**Run 1: clock nets**

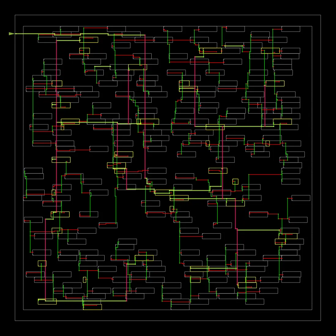
**Run 1: the metal 4 layer**

Scale: 2 px per um.
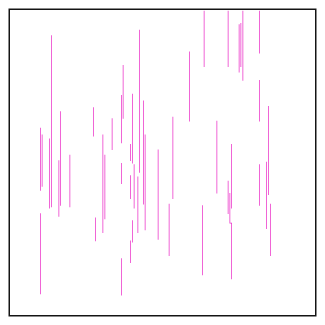
**Run 1: I/O pins on the die edge**

Scale: 2 px per um. Pins as bars across the die edge, other pins in grey.
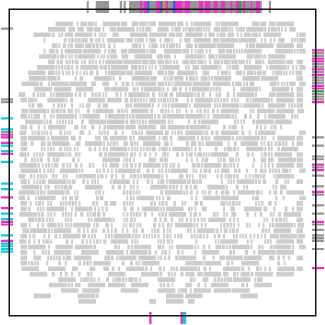
**Run 1: wiring by layer**

Scale: 2 px per um. Only two layers are drawn.
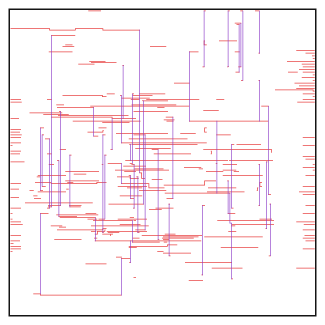
--- src/rtl/atm_vc_route_lookup_if.sv ---
// atm_vc_route_lookup_if: cell stream in/out, table config and
// miss counter signals of the VPI/VCI route lookup.
interface atm_vc_route_lookup_if #(
  parameter int CELL_W = 53,
  parameter int KEY_W  = 16,
  parameter int IDX_W  = 3,
  parameter int PORT_W = 2,
  parameter int CNT_W  = 16
);
  logic [CELL_W-1:0] cell_in;
  logic              cell_valid;
  logic              cell_ready;
  logic [CELL_W-1:0] out_cell;
  logic [PORT_W-1:0] out_port;
  logic              out_hit;
  logic              out_valid;
  logic              out_ready;
  logic              cfg_we;
  logic [IDX_W-1:0]  cfg_idx;
  logic [KEY_W-1:0]  cfg_key;
  logic [PORT_W-1:0] cfg_port;
  logic              cfg_en;
  logic [CNT_W-1:0]  miss_count;
  logic              miss_clr;

  modport master (
    output cell_in, cell_valid, out_ready,
    output cfg_we, cfg_idx, cfg_key, cfg_port, cfg_en,
    output miss_clr,
    input  cell_ready, out_cell, out_port, out_hit,
    input  out_valid, miss_count
  );

  modport slave (
    input  cell_in, cell_valid, out_ready,
    input  cfg_we, cfg_idx, cfg_key, cfg_port, cfg_en,
    input  miss_clr,
    output cell_ready, out_cell, out_port, out_hit,
    output out_valid, miss_count
  );
endinterface

--- src/rtl/atm_vc_route_lookup.sv ---
// atm_vc_route_lookup: VPI/VCI keyed route lookup against a
// programmable associative table, one registered output stage.
module atm_vc_route_lookup #(
  parameter int CELL_W       = 53,
  parameter int KEY_MSB      = 47,
  parameter int KEY_LSB      = 32,
  parameter int N_ENTRIES    = 8,
  parameter int PORT_W       = 2,
  parameter int DEFAULT_PORT = 0,
  parameter int DROP_ON_MISS = 0,
  parameter int CNT_W        = 16
) (
  input logic                 clk,
  input logic                 rst,
  atm_vc_route_lookup_if.slave bus
);
  localparam int KEY_W = KEY_MSB - KEY_LSB + 1;
  localparam int IDX_W =
    (N_ENTRIES > 1) ? $clog2(N_ENTRIES) : 1;

  logic [KEY_W-1:0]     tkey  [N_ENTRIES];
  logic [PORT_W-1:0]    tport [N_ENTRIES];
  logic [N_ENTRIES-1:0] ten;

  logic [KEY_W-1:0]  key;
  logic              lk_hit;
  logic [PORT_W-1:0] lk_port;
  logic              accept;
  logic              load;

  assign key = bus.cell_in[KEY_MSB:KEY_LSB];

  // Out-of-range indices match no entry, so those writes vanish.
  always_ff @(posedge clk or posedge rst) begin
    if (rst) begin
      ten <= '0;
      for (int i = 0; i < N_ENTRIES; i++) begin
        tkey[i]  <= '0;
        tport[i] <= '0;
      end
    end else begin
      for (int i = 0; i < N_ENTRIES; i++) begin
        if (bus.cfg_we && bus.cfg_idx == IDX_W'(i)) begin
          tkey[i]  <= bus.cfg_key;
          tport[i] <= bus.cfg_port;
          ten[i]   <= bus.cfg_en;
        end
      end
    end
  end

  // Scan high to low so the lowest matching index wins.
  always_comb begin
    lk_hit  = 1'b0;
    lk_port = PORT_W'(DEFAULT_PORT);
    for (int i = N_ENTRIES - 1; i >= 0; i--) begin
      if (ten[i] && tkey[i] == key) begin
        lk_hit  = 1'b1;
        lk_port = tport[i];
      end
    end
  end

  assign bus.cell_ready = !bus.out_valid || bus.out_ready;
  assign accept = bus.cell_valid && bus.cell_ready;
  assign load   = accept && (lk_hit || DROP_ON_MISS == 0);

  always_ff @(posedge clk or posedge rst) begin
    if (rst) begin
      bus.out_valid <= 1'b0;
      bus.out_cell  <= '0;
      bus.out_port  <= '0;
      bus.out_hit   <= 1'b0;
    end else if (load) begin
      bus.out_valid <= 1'b1;
      bus.out_cell  <= bus.cell_in;
      bus.out_port  <= lk_port;
      bus.out_hit   <= lk_hit;
    end else if (bus.out_ready) begin
      bus.out_valid <= 1'b0;
    end
  end

  always_ff @(posedge clk or posedge rst) begin
    if (rst) begin
      bus.miss_count <= '0;
    end else if (bus.miss_clr) begin
      bus.miss_count <= '0;
    end else if (accept && !lk_hit &&
                 bus.miss_count != {CNT_W{1'b1}}) begin
      bus.miss_count <= bus.miss_count + 1'b1;
    end
  end
endmodule

--- src/flat_wrapper.sv ---
// flat-port wrapper written by rule: the top's interface ports become plain ports
module atm_vc_route_lookup_flat 
#(
  parameter int CELL_W       = 53,
  parameter int KEY_MSB      = 47,
  parameter int KEY_LSB      = 32,
  parameter int N_ENTRIES    = 8,
  parameter int PORT_W       = 2,
  parameter int DEFAULT_PORT = 0,
  parameter int DROP_ON_MISS = 0,
  parameter int CNT_W        = 16
)
  (clk, rst, bus_cell_in, bus_cell_valid, bus_out_ready, bus_cfg_we, bus_cfg_idx, bus_cfg_key, bus_cfg_port, bus_cfg_en, bus_miss_clr, bus_cell_ready, bus_out_cell, bus_out_port, bus_out_hit, bus_out_valid, bus_miss_count);
  atm_vc_route_lookup_if #(.IDX_W(3), .CNT_W(CNT_W), .CELL_W(CELL_W), .PORT_W(PORT_W)) bus_i ();
  input logic clk;
  input logic rst;
  input wire logic [$bits(bus_i.cell_in)-1:0] bus_cell_in;
  input wire logic [$bits(bus_i.cell_valid)-1:0] bus_cell_valid;
  input wire logic [$bits(bus_i.out_ready)-1:0] bus_out_ready;
  input wire logic [$bits(bus_i.cfg_we)-1:0] bus_cfg_we;
  input wire logic [$bits(bus_i.cfg_idx)-1:0] bus_cfg_idx;
  input wire logic [$bits(bus_i.cfg_key)-1:0] bus_cfg_key;
  input wire logic [$bits(bus_i.cfg_port)-1:0] bus_cfg_port;
  input wire logic [$bits(bus_i.cfg_en)-1:0] bus_cfg_en;
  input wire logic [$bits(bus_i.miss_clr)-1:0] bus_miss_clr;
  output wire logic [$bits(bus_i.cell_ready)-1:0] bus_cell_ready;
  output wire logic [$bits(bus_i.out_cell)-1:0] bus_out_cell;
  output wire logic [$bits(bus_i.out_port)-1:0] bus_out_port;
  output wire logic [$bits(bus_i.out_hit)-1:0] bus_out_hit;
  output wire logic [$bits(bus_i.out_valid)-1:0] bus_out_valid;
  output wire logic [$bits(bus_i.miss_count)-1:0] bus_miss_count;
  assign bus_i.cell_in = bus_cell_in;
  assign bus_i.cell_valid = bus_cell_valid;
  assign bus_i.out_ready = bus_out_ready;
  assign bus_i.cfg_we = bus_cfg_we;
  assign bus_i.cfg_idx = bus_cfg_idx;
  assign bus_i.cfg_key = bus_cfg_key;
  assign bus_i.cfg_port = bus_cfg_port;
  assign bus_i.cfg_en = bus_cfg_en;
  assign bus_i.miss_clr = bus_miss_clr;
  assign bus_cell_ready = bus_i.cell_ready;
  assign bus_out_cell = bus_i.out_cell;
  assign bus_out_port = bus_i.out_port;
  assign bus_out_hit = bus_i.out_hit;
  assign bus_out_valid = bus_i.out_valid;
  assign bus_miss_count = bus_i.miss_count;
  atm_vc_route_lookup #(.CELL_W(CELL_W), .KEY_MSB(KEY_MSB), .KEY_LSB(KEY_LSB), .N_ENTRIES(N_ENTRIES), .PORT_W(PORT_W), .DEFAULT_PORT(DEFAULT_PORT), .DROP_ON_MISS(DROP_ON_MISS), .CNT_W(CNT_W)) u_core (.clk(clk), .rst(rst), .bus(bus_i));
endmodule
--- config.mk ---
export PLATFORM = sky130hd
export DESIGN_NAME = atm_vc_route_lookup_flat
export DESIGN_NICKNAME = d
export VERILOG_FILES = /design/src/rtl/atm_vc_route_lookup_if.sv /design/src/rtl/atm_vc_route_lookup.sv /design/src/flat_wrapper.sv
export SDC_FILE = /design/constraint.sdc
export NUM_CORES = 1
export LEC_CHECK = 0
export ABC_AREA = 1
export CAP_MARGIN = 20
export CORE_MARGIN = 4
export CORE_UTILIZATION = 56
export CTS_CLUSTER_SIZE = 14
export DETAILED_ROUTE_END_ITERATION = 8
export PLACE_DENSITY = 0.84
export SLEW_MARGIN = 20
export SYNTH_ARGS = -nofsm -noshare
export SYNTH_HDL_FRONTEND = slang
export SYNTH_SLANG_ARGS = --single-unit
--- constraint.sdc ---
create_clock -name clk -period 10 [get_ports clk]
set_input_delay 2.5 -clock clk [delete_from_list [all_inputs] [get_ports clk]]
set_output_delay 2.5 -clock clk [all_outputs]
set_load 0.01 [all_outputs]
==> flow_metrics.env, run 1 <==
# yosys + openroad results
export IMPL_slew_viol_final=0
export IMPL_yosysUniqueCellTypes=41
export IMPL_crit_fanout=3
export IMPL_rsz0062_at_grt="false"
export IMPL_n_tap_cell=270
export IMPL_htreeDepth=1
export IMPL_power_frac_seq_pct=44.4
export IMPL_fp_nets=1681
export IMPL_finish_utilization_pct=69.30
export IMPL_cp_end_kind="output port"
export IMPL_ys_cells=1599
export IMPL_power_top_group="sequential cells"
export IMPL_skew_ns=0.008541
export IMPL_drc=0
export IMPL_xor_share_pct=2.323
export IMPL_intPower_mw=1.815
export IMPL_cts_hold_buffers_added=0
export IMPL_fmax_mhz=161.1
export IMPL_num_multi_input_gates=1135
export IMPL_met2_usage_pct=47.52
export IMPL_critPathLaunch="bus_out_ready"
export IMPL_cp_top_family="buffers and inverters"
export IMPL_path_depth=4
export IMPL_place_ws_ns=3.805
export IMPL_clk_latency_ns=0.52
export IMPL_dr_wl_met2_mm=16.00
export IMPL_core_mm2=0.02036
export IMPL_root_buffer="clkbuf_16"
export IMPL_n_fill_cell=1699
export IMPL_whs_ns=0.4793
export IMPL_period_used_pct=62.08
export IMPL_placed_cells=1961
export IMPL_cts_repair_resized=0
export IMPL_outcome="finished, final reports clean"
export IMPL_top_layer_used="met4"
export IMPL_hold_path_end="u_core.bus.out_cell[26]"
export IMPL_crit_chain="clkdlybuf4s50_1, inv_1, nand2_1, clkdlybuf4s50_1"
export IMPL_flop_area_mm2=0.005630
export IMPL_largestClassByArea="sequential cells"
export IMPL_p_clk_share_pct=33.5
export IMPL_postRouteAntennaNets=0
export IMPL_yosys_top_cells_count="nand2_1, dfrtp_1, o21ai_0, inv_1, nor2_1"
Notes on 'clock nets' above:
total CTS buffers: 25
Flops: 225
CTS sink count: 225

Notes on 'the metal 4 layer' above:
39 nets have wire on it. The wires run mostly vertical. The layer holds 4.2% of the routed length.

Notes on 'I/O pins on the die edge' above:
Key: orange = bus_out_hit [pins 1, direction output, edge north]; blue = bus_cfg_idx [pins 3, direction input, edge north]; magenta = bus_cell_in [pins 53, direction input, edge 29 north, 13 east, 9 west, 2 south]; cyan = bus_cfg_key [pins 16, direction input, edge 14 west, 2 south]; green = bus_out_port [pins 2, direction output, edge 1 east, 1 north]

Notes on 'wiring by layer' above:
Key: purple = M4 [wire length 1430 um]; red = M3 [wire length 2480 um]

**Run 1: gate-type map**

Scale: 2 px per um.
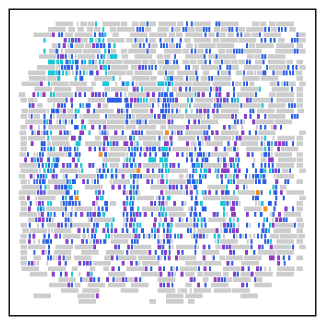

## Run 2: what changed since run 1
CORE_UTILIZATION = 50   (was 56)
PLACE_DENSITY = 0.79   (was 0.84)
clock period = 5.3 ns   (was 10 ns; I/O delays follow)
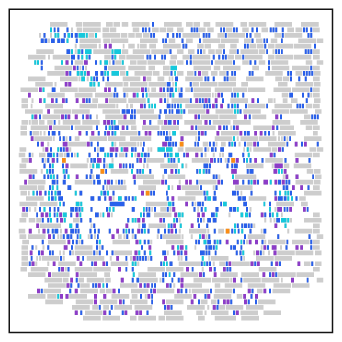
**Above:** run 2 (gate-type map).
Scale: 2 px per um.
Key: orange = and/or cells [cells 6, most used or2_1]; blue = nand cells [cells 668, most used nand2_1, where widely spread]; purple = aoi and oai cells [cells 244, most used o21ai_0]; cyan = nor cells [cells 184, most used nor2_1]

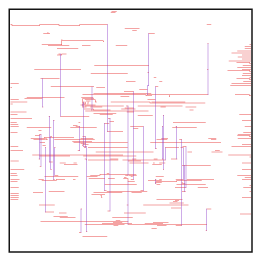
**Above:** run 2 (wiring by layer).
Scale: 1.5 px per um. Only two layers are drawn.
Key: purple = M4 [wire length 1090 um]; red = M3 [wire length 2680 um]

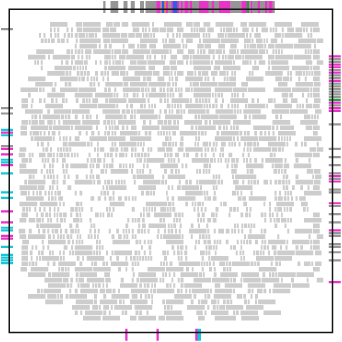
**Above:** run 2 (I/O pins on the die edge).
Scale: 2 px per um. Pins as bars across the die edge, other pins in grey.
Key: magenta = bus_cell_in [pins 53, direction input, edge 29 north, 13 east, 8 west, 3 south]; blue = bus_cfg_idx [pins 3, direction input, edge north]; orange = bus_out_hit [pins 1, direction output, edge north]; cyan = bus_cfg_key [pins 16, direction input, edge 14 west, 2 south]; green = bus_out_port [pins 2, direction output, edge 1 north, 1 east]

==> run 2 against run 1 <==
  * Largest cell class unchanged
  * Clock power increased by 120%
  * Critical path depth stayed put
  * Die area up 11%
  * Utilization fell by 6.4 points
  * Hold slack lost 0.0028 ns
  * Critical endpoint unchanged
  * Clock skew increased by 0.0063 ns
  * Synthesized cell count unchanged
  * Synthesized area did not move
  * Final area rose by 1.8%
  * Count of clock-buffer cells in the layout is 2 lower
==> flow_metrics.env, run 2 <==
# yosys + openroad results
export IMPL_outcome="finished, final reports clean"
export IMPL_yosysUniqueCellTypes=41
export IMPL_ys_cells=1599
export IMPL_flops=225
export IMPL_period_used_pct=71.59
export IMPL_clk_latency_ns=0.53
export IMPL_placed_cells=2010
export IMPL_whs_ns=0.4765
export IMPL_num_multi_input_gates=1135
export IMPL_flop_area_mm2=0.005630
export IMPL_hold_path_end="u_core.bus.out_cell[0]"
export IMPL_crit_fanout=3
export IMPL_place_ws_ns=1.155
export IMPL_drc=0
export IMPL_cts_hold_buffers_added=0
export IMPL_htreeDepth=1
export IMPL_cp_top_family="buffers and inverters"
export IMPL_n_tap_cell=313
export IMPL_slew_viol_final=0
export IMPL_power_top_group="sequential cells"
export IMPL_xor_share_pct=2.323
export IMPL_crit_chain="clkdlybuf4s50_1, inv_1, nand2_1, clkdlybuf4s50_1"
export IMPL_power_frac_seq_pct=41.8
export IMPL_dr_wl_met2_mm=17.50
export IMPL_cts_repair_resized=0
export IMPL_critPathLaunch="bus_out_ready"
export IMPL_largestClassByArea="sequential cells"
export IMPL_root_buffer="clkbuf_16"
export IMPL_cts_buffers=25
export IMPL_p_clk_share_pct=37.2
export IMPL_intPower_mw=3.716
export IMPL_skew_ns=0.01482
export IMPL_met2_usage_pct=46.91
**Run 2: the metal 4 layer**

Scale: 2 px per um.
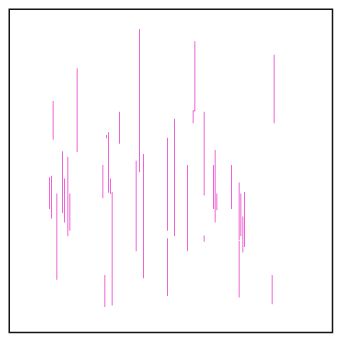

## Run 3: what changed since run 2
CORE_UTILIZATION = 56   (was 50)
PLACE_DENSITY = 0.84   (was 0.79)
clock period = 3.6 ns   (was 5.3 ns; I/O delays follow)
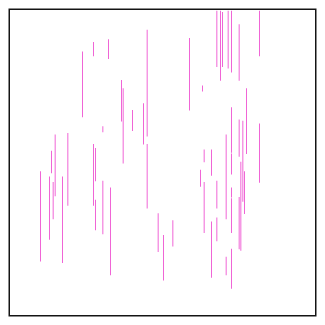
**Above:** run 3 (the metal 4 layer).
Scale: 2 px per um.
The layer holds 3.6% of the routed length. The layer carries 1310 um of wire. The longest straight run is 53.0 um.

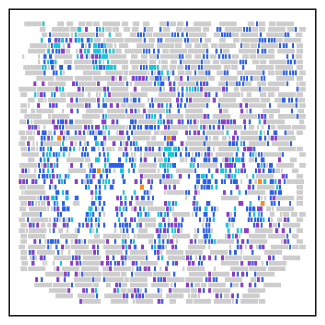
**Above:** run 3 (gate-type map).
Scale: 2 px per um.
Key: cyan = nor cells [cells 184, most used nor2_1]; orange = and/or cells [cells 6, most used or2_1]; purple = aoi and oai cells [cells 244, most used o21ai_0, where widely spread]; blue = nand cells [cells 668, most used nand2_1, where widely spread]

==> run 3 against run 2 <==
  * Combinational power is 48% higher
  * Sequential power is 48% higher
  * Non-clock buffer count is 20 higher
  * Count of clock-buffer cells in the layout is 1 higher
  * Final area is 0.37% lower
  * Cell count is 1.2% lower
  * Worst setup slack worse by 0.87 ns
  * Critical path depth is 10 higher
==> flow_metrics.env, run 3 <==
# yosys + openroad results
export IMPL_outcome="finished, final reports clean"
export IMPL_p_clk_share_pct=33.7
export IMPL_postRouteAntennaNets=0
export IMPL_htreeDepth=1
export IMPL_flops=225
export IMPL_cts_hold_buffers_added=0
export IMPL_power_total_mw=7.483
export IMPL_met2_usage_pct=53.01
export IMPL_flop_area_mm2=0.005630
export IMPL_ys_cells=1599
export IMPL_skew_ns=0.01219
export IMPL_cp_end_kind="flip-flop"
export IMPL_xor_share_pct=2.323
export IMPL_core_mm2=0.02036
export IMPL_n_fill_cell=1695
export IMPL_grt_pass1_vias=10967
export IMPL_yosysUniqueCellTypes=41
export IMPL_rsz0062_at_grt="false"
export IMPL_place_ws_ns=0.1285
export IMPL_crit_fanout=9
export IMPL_cts_repair_resized=0
export IMPL_top_layer_used="met4"
export IMPL_path_depth=14
export IMPL_cts_sinks=225
export IMPL_hold_path_end="u_core.bus.out_cell[24]"
export IMPL_whs_ns=0.4788
export IMPL_power_top_group="sequential cells"
export IMPL_port_buffer_count=154
export IMPL_drc=0
export IMPL_finish_utilization_pct=70.28
export IMPL_cts_buffers=24
export IMPL_fmax_mhz=337.4
export IMPL_slew_viol_final=0
export IMPL_intPower_mw=5.119
export IMPL_area_delta_synth_final_pct=22.45
export IMPL_fp_nets=1681
export IMPL_n_tap_cell=270
export IMPL_largestClassByArea="sequential cells"
export IMPL_power_frac_seq_pct=44.0
export IMPL_placed_cells=1987
export IMPL_root_buffer="clkbuf_16"
export IMPL_num_multi_input_gates=1135
export IMPL_period_used_pct=82.32
export IMPL_grt_overflow=0
export IMPL_cp_top_family="simple AND/OR/NAND/NOR gates"
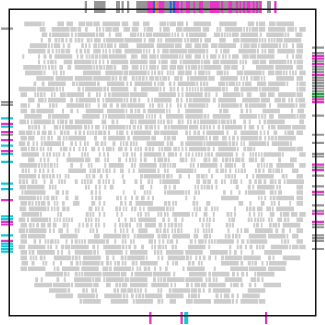
**Above:** run 3 (I/O pins on the die edge).
Scale: 2 px per um. Pins as bars across the die edge, other pins in grey.
Key: blue = bus_cfg_idx [pins 3, direction input, edge north]; cyan = bus_cfg_key [pins 16, direction input, edge 14 west, 2 south]; magenta = bus_cell_in [pins 53, direction input, edge 31 north, 11 east, 8 west, 3 south]; orange = bus_out_hit [pins 1, direction output, edge north]; green = bus_out_port [pins 2, direction output, edge east]

No activity file was given, so power comes from the tool's default toggle rates.
